Run 1, metal 3:
Scale: 3 px per um.
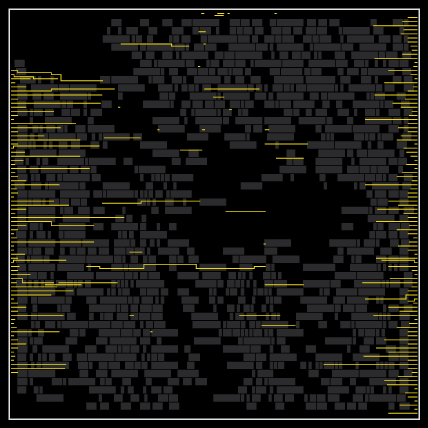
Run 1, wires at chosen ports, followed through buffers:
Scale: 3 px per um.
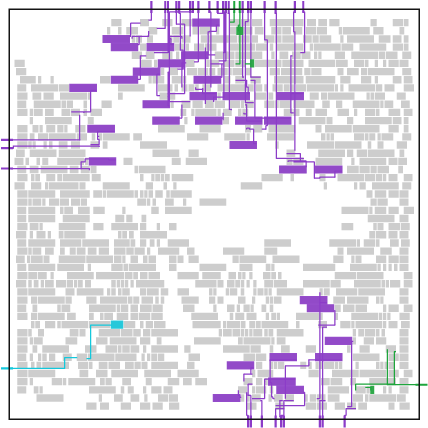
Run 1, cells colored by class:
Scale: 2 px per um.
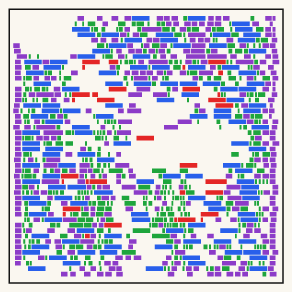
Design axil_cmd_master_flat, sky130hd; sources not shown.
==> results.toml, run 1 <==
# physical design summary
[sta]
setup_viol = 120
rsz0062_at_grt = "yes"
max_freq_ghz = 0.6117
period_needed_ns = 1.635
hold_viol = 0
slew_headroom_pct = 74.46
worst_pin_slew_ns = 0.3819
fin_ws_ns = -0.1749
fin_crit_sh_pct = 112.0
maxSlewViolCount = 0
holdWs_ns = 0.1699

[global_routing]
grt_pass1_vias = 5225
grt_overflow_total = 0
antenna_found_initial = 0
grtUsageTotal_pct = 19.85
grt_max_degree = 43
grt_pass1_wl_um = 27760

[setup_path]
worstSetupPathType = "reg -> reg"
end_kind = "register"
arrival_ns = 1.84
crit_required_ns = 1.66
critPathMaxFanout = 6
worst_r2r_path_depth = 11
cp-start-kind = "register"
ff2ff_setup_slack_ns = -0.17

[worst_hold_path]
hold_path_class = "in -> reg"
hold_depth = 3

[drt]
drtIter0Drc = 142
first_pass_iters = 4
ant_nets = 0
wire_per_inst_um = 15.79
viasPerCell = 4.556
post-route-drc-count = 0

[final_layout]
mostFrequentLayoutCells = "nand2_1, dlygate4sd2_1, dfrtp_1"
diodes = 0
fin_cells = 1184
synthToLayoutAreaGrowth_pct = 90.91
layout.area.comb_mm2 = 0.002572
fillCellCount = 1518
nNetsFinal = 1066
regArea_mm2 = 0.003132
drive_gt1_share_pct = 32.64
layout_top_cell = "nand2_1"

[logic_synthesis]
ff_type = "dfrtp_1"
most_common_cell = "nand2_1"
ys_ff = 125
synth_seq_share_pct = 57.95
synth_top_cell_by_area = "dfrtp_1"
synth_cells = 640
avgSynthCellArea_um2 = 8.434
yosys-top-cells-count = "nand2_1, dfrtp_1, o21ai_0"
yosys_warnings = 0
yosys.area.top_type_share_pct = 57.95
synth-edff-count = 0
fp_nets = 760
top_cells_by_area = "dfrtp_1, nand2_1, buf_4"
yosysChipArea_mm2 = 0.005398
synthDistinctLibCells = 21
syn_area_mm2 = 0.005398
ys_cells = 640
async_flop_share_pct = 100.0

[die]
die_w_um = 136.1
fp_util_pct = 30.99
die_h_um = 136.1
die_area_mm2 = 0.01853
rows = 48
design.core.area_mm2 = 0.01742

[flow_run]
cap_violations = 0
warning_count = 31

[clocking]
cts_root_buf = "clkbuf_16"
insertion_delay_ns = 0.41
cts_tree = "built"
cts_htree_levels = 4
clockBufferDepth = 2
clock-sinks = 125
path_clk_slew_ns = 0.06
cts.repair.resized = 241
cts_buffers = 17
postCtsSetupRepairBufs = 22
cts_hold_buf = 7

[placed_design]
place_congestion = 0.8050
dpl.cell_count = 1108
post_dp_cell_area_mm2 = 0.008358
dp_hpwl_um = 11810

[power_and_ir_drop]
p_per_area_mw_per_mm2 = 2287
cellLeakagePower_nw = 5.220
ir_worst_vdd_mv = 1.082

[status]
status = "complete, but fails checks"
violations = "negative setup slack"
Back to the opening pictures, 'metal 3':
wire length on this layer: 1570 um
longest straight run: 37.5 um
share of all routed wire: 8.4%
nets with wire on the layer: 186
GR Util met3: 6.674%
drt total wl: 18700 um
vias: 5394

Back to the opening pictures, 'wires at chosen ports, followed through buffers':
[`m_axil_bvalid`] cyan | bits: 1 | direction: input | end cells: 1 | buffers: 1 | wire: 44.9 um
[`m_axil_wdata`] purple | bits: 32 | direction: output | end cells: 32 | buffers: 32 | wire: 1190 um
[`cmd_prot`] green | bits: 3 | direction: input | end cells: 3 | buffers: 4 | wire: 78.9 um
io pins: 267
Port-buffer cells: 266

Back to the opening pictures, 'cells colored by class':
[other buffers and delay cells] purple | cells: 350 | share of their area: 36%
[all other logic] green | cells: 452 | share of their area: 27%
[clock drivers and dummy loads] red | cells: 32 | share of their area: 5.4%
[flip-flops] blue | cells: 125 | share of their area: 31%
Finished Cell Area: 0.01030 mm2
final core occ: 59.17%

## run 1: kinds of logic after synthesis
kind of cell / synth area share [%]
AOI/OAI and AO/OA: 6.073
and+or+nand+nor: 25.75
adders and majority gates: 0.6955
DFF: 57.95
buffers and inverters: 9.527
## run 1: power breakdown
| part | leakage [nW] | switching [W] | internal (W) |
|---|---|---|---|
| Combinational | 3.36 | 0.00730 | 0.00595 |
| Sequential | 1.59 | 0.00132 | 0.00508 |
| Clock | 0.269 | 0.00156 | 0.00236 |
| Total | 5.22 | 0.0102 | 0.0134 |
## run 1: worst max-delay path, cell delays in order (launching register included)
cell and delay (ns):
dfrtp_1 0.42, nor2_4 0.16, buf_6 0.12, nand2_4 0.05, inv_4 0.06, nand2_4 0.05
nand2_4 0.09, nand2_8 0.09, buf_12 0.15, buf_16 0.14, nand2_2 0.05, o21ai_1 0.05
## run 1: final cells by class
cell class / instances / share of cell area, %
clock buffer: 20 / 4.335
clock inverter: 12 / 0.9471
inverter: 26 / 1.166
multi-input combinational: 426 / 24.96
sequential: 125 / 30.39
tap: 225 / 2.732
timing repair buffer: 350 / 35.47
## run 1: metrics by stage
step / setup WS (ns) / setup TNS (ns) / total power (W)
2_1_floorplan: -0.03258 / -1.013 / 0.01219
3_3_place_gp: -0.1431 / -7.631 / 0.01720
3_5_place_dp: -0.1860 / -10.69 / 0.01732
4_1_cts: -0.1985 / -11.38 / 0.02208
5_1_grt: -0.2114 / -17.48 / 0.02501
6_report: -0.1749 / -11.50 / 0.02357
## run 1: per-layer routing
layer	global-route usage, %	up-vias	share of wire (%)
li1	-	2579	-
met1	23.70	2572	40
met2	32.97	213	50
met3	6.674	30	8.4
met4	7.346	0	2.1
met5	0	-	0
Run 1, the clock network:
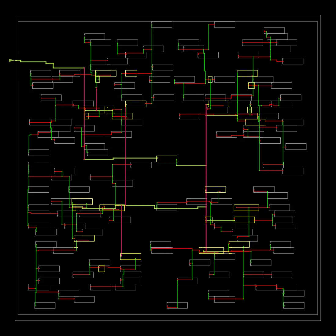

## Run 2: what changed since run 1
SETUP_SLACK_MARGIN = 0.4   (was default)
Run 2, the clock network:
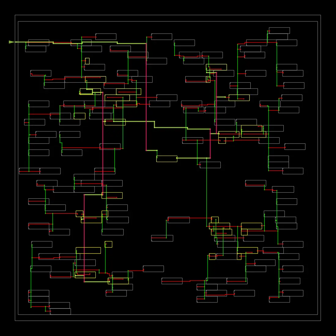
CTS buffer count: 17
worst skew pair latency: 0.41 ns
CTS Sinks: 125
Layout clock buffers: 18

==> run 2 against run 1 <==
  * Clock-buffer cell count decreased by 2
  * Synthesized area unchanged
  * Sequential power increased by 3.6%
  * Cell count increased by 2.2%
  * Synthesized cell count unchanged
  * Clock power increased by 15%
  * Design area increased by 4.8%
  * Core utilization increased by 2.8 points
  * Worst hold slack got worse by 0.065 ns
  * The flow still finishes with violations (negative setup slack)
  * Routed wire length increased by 7.0%
  * Combinational power increased by 16%
  * Register-to-register slack improved by 0.05 ns
==> results.toml, run 2 <==
# physical design summary
[final_layout]
layout.area.comb_mm2 = 0.002441
mostFrequentLayoutCells = "nand2_1, buf_6, dfrtp_1"
diodes = 0
synthToLayoutAreaGrowth_pct = 100.1
drive_gt1_share_pct = 45.38
nNetsFinal = 1092
regArea_mm2 = 0.003136
fin_area_mm2 = 0.01080
layout_top_cell = "nand2_1"
fillCellCount = 1431
fin_cells = 1210

[drt]
first_pass_iters = 4
highest_layer = "met4"
drtIter0Drc = 123
post-route-drc-count = 0
wire_per_inst_um = 16.54
vias = 5504
finalWirelength_um = 20010
dr_wl_met3_um = 1750
viasPerCell = 4.549
ant_nets = 0
routed-wl-met2_um = 10180
wl_met1_um = 7710

[setup_path]
arrival_ns = 1.79
worstSetupPathType = "reg -> reg"
cp-start-kind = "register"
crit_required_ns = 1.66
worst_r2r_path_depth = 9
ff2ff_setup_slack_ns = -0.12
critPathMaxFanout = 6
end_kind = "register"

[logic_synthesis]
yosys_warnings = 0
yosys.area.top_type_share_pct = 57.95
fp_nets = 760
syn_area_mm2 = 0.005398
top_cells_by_area = "dfrtp_1, nand2_1, buf_4"
synth_cells = 640
synthDistinctLibCells = 21
synth_top_cell_by_area = "dfrtp_1"
synth_seq_share_pct = 57.95
yosys-top-cells-count = "nand2_1, dfrtp_1, o21ai_0"
async_flop_share_pct = 100.0
yosysChipArea_mm2 = 0.005398
most_common_cell = "nand2_1"
ff_type = "dfrtp_1"
avgSynthCellArea_um2 = 8.434
ys_ff = 125
ys_cells = 640
synth-edff-count = 0

[clocking]
cts_hold_buf = 2
cts_htree_levels = 4
cts.repair.resized = 895
cts_root_buf = "clkbuf_16"
cts_tree = "built"
clockBufferDepth = 2
postCtsSetupRepairBufs = 22
path_clk_slew_ns = 0.06

[die]
design.core.area_mm2 = 0.01742
die_w_um = 136.1
io_pins = 267
rows = 48
fp_util_pct = 30.99
die_area_mm2 = 0.01853
die_h_um = 136.1

[placed_design]
post_dp_cell_area_mm2 = 0.008352
port_buffers = 266
dp_hpwl_um = 11890
dpl.cell_count = 1106
place_congestion = 0.7619
pre_cts_ws_ns = -0.1132

[power_and_ir_drop]
p_per_area_mw_per_mm2 = 2447
cellLeakagePower_nw = 5.326
ir_worst_vdd_mv = 1.182

[worst_hold_path]
hold_path_class = "in -> async"

[global_routing]
grtUsageTotal_pct = 19.48
antenna_found_initial = 0
grt_max_degree = 58
grt_pass1_vias = 5195
grt_overflow_total = 0
grt_pass1_wl_um = 27210

[sta]
hold_viol = 0
fin_ws_ns = -0.1231
fin_crit_sh_pct = 108.4
setup_viol = 98
maxSlewViolCount = 0
rsz0062_at_grt = "yes"
worst_pin_slew_ns = 0.3751
slew_headroom_pct = 74.99
setup_tns_ns = -5.674
period_needed_ns = 1.583
max_freq_ghz = 0.6317

[flow_run]
cap_violations = 0
warning_count = 33

[status]
status = "complete, but fails checks"
violations = "negative setup slack"
==> run 2: cell counts after synthesis <==
Identical to the previous run, type by type.
==> run 2: stage by stage <==
step	utilization [%]	hold slack (ns)	total power, W
2_1_floorplan	-	-0.2496	0.01234
3_3_place_gp	47.95	-0.01855	0.01726
3_5_place_dp	47.95	-0.01994	0.01740
4_1_cts	54.80	0.1024	0.02359
5_1_grt	62.00	0.1265	0.02791
6_report	62.00	0.1053	0.02643
==> run 2: where the power goes <==
| group | internal [W] | switching, W |
|---|---|---|
| Sequential | 0.00509 | 0.00154 |
| Combinational | 0.00777 | 0.00752 |
| Clock | 0.00290 | 0.00161 |
==> run 2: metal layers <==
metal	vias to the layer above	global-route usage, %
li1	2632	-
met1	2630	21.63
met5	-	0
met2	214	33.31
met3	28	7.793
met4	0	7.284
==> run 2: cell families (layout without fill, tap and decap cells) <==
logic type	after synthesis	after routing	share of synthesized area, %
AND/OR/NAND/NOR	360	361	25.75
flip-flops	125	125	57.95
buffers and inverters	89	433	9.527
adder cells (fa/ha/maj)	3	3	0.6955
AND-OR/OR-AND	63	63	6.073
==> run 2: layout make-up <==
type | instances | area share [%]
clock buffers | 18 | 4.067
clock inverters | 14 | 1.784
multi-input cells | 427 | 22.60
flip-flops and latches | 125 | 29.03
inverters | 26 | 1.159
well taps | 225 | 2.607
repair buffers | 375 | 38.74
==> run 2: critical path, cell delays in order, from the launching register on <==
cell	delay (ns)
dfrtp_1	0.41
nor2_4	0.17
nand2_4	0.10
inv_6	0.08
nand2_8	0.10
clkinv_8	0.12
buf_4	0.12
o22ai_4	0.07
o21ai_1	0.14
nand2_1	0.06
Power is estimated from default activity; no workload was simulated.
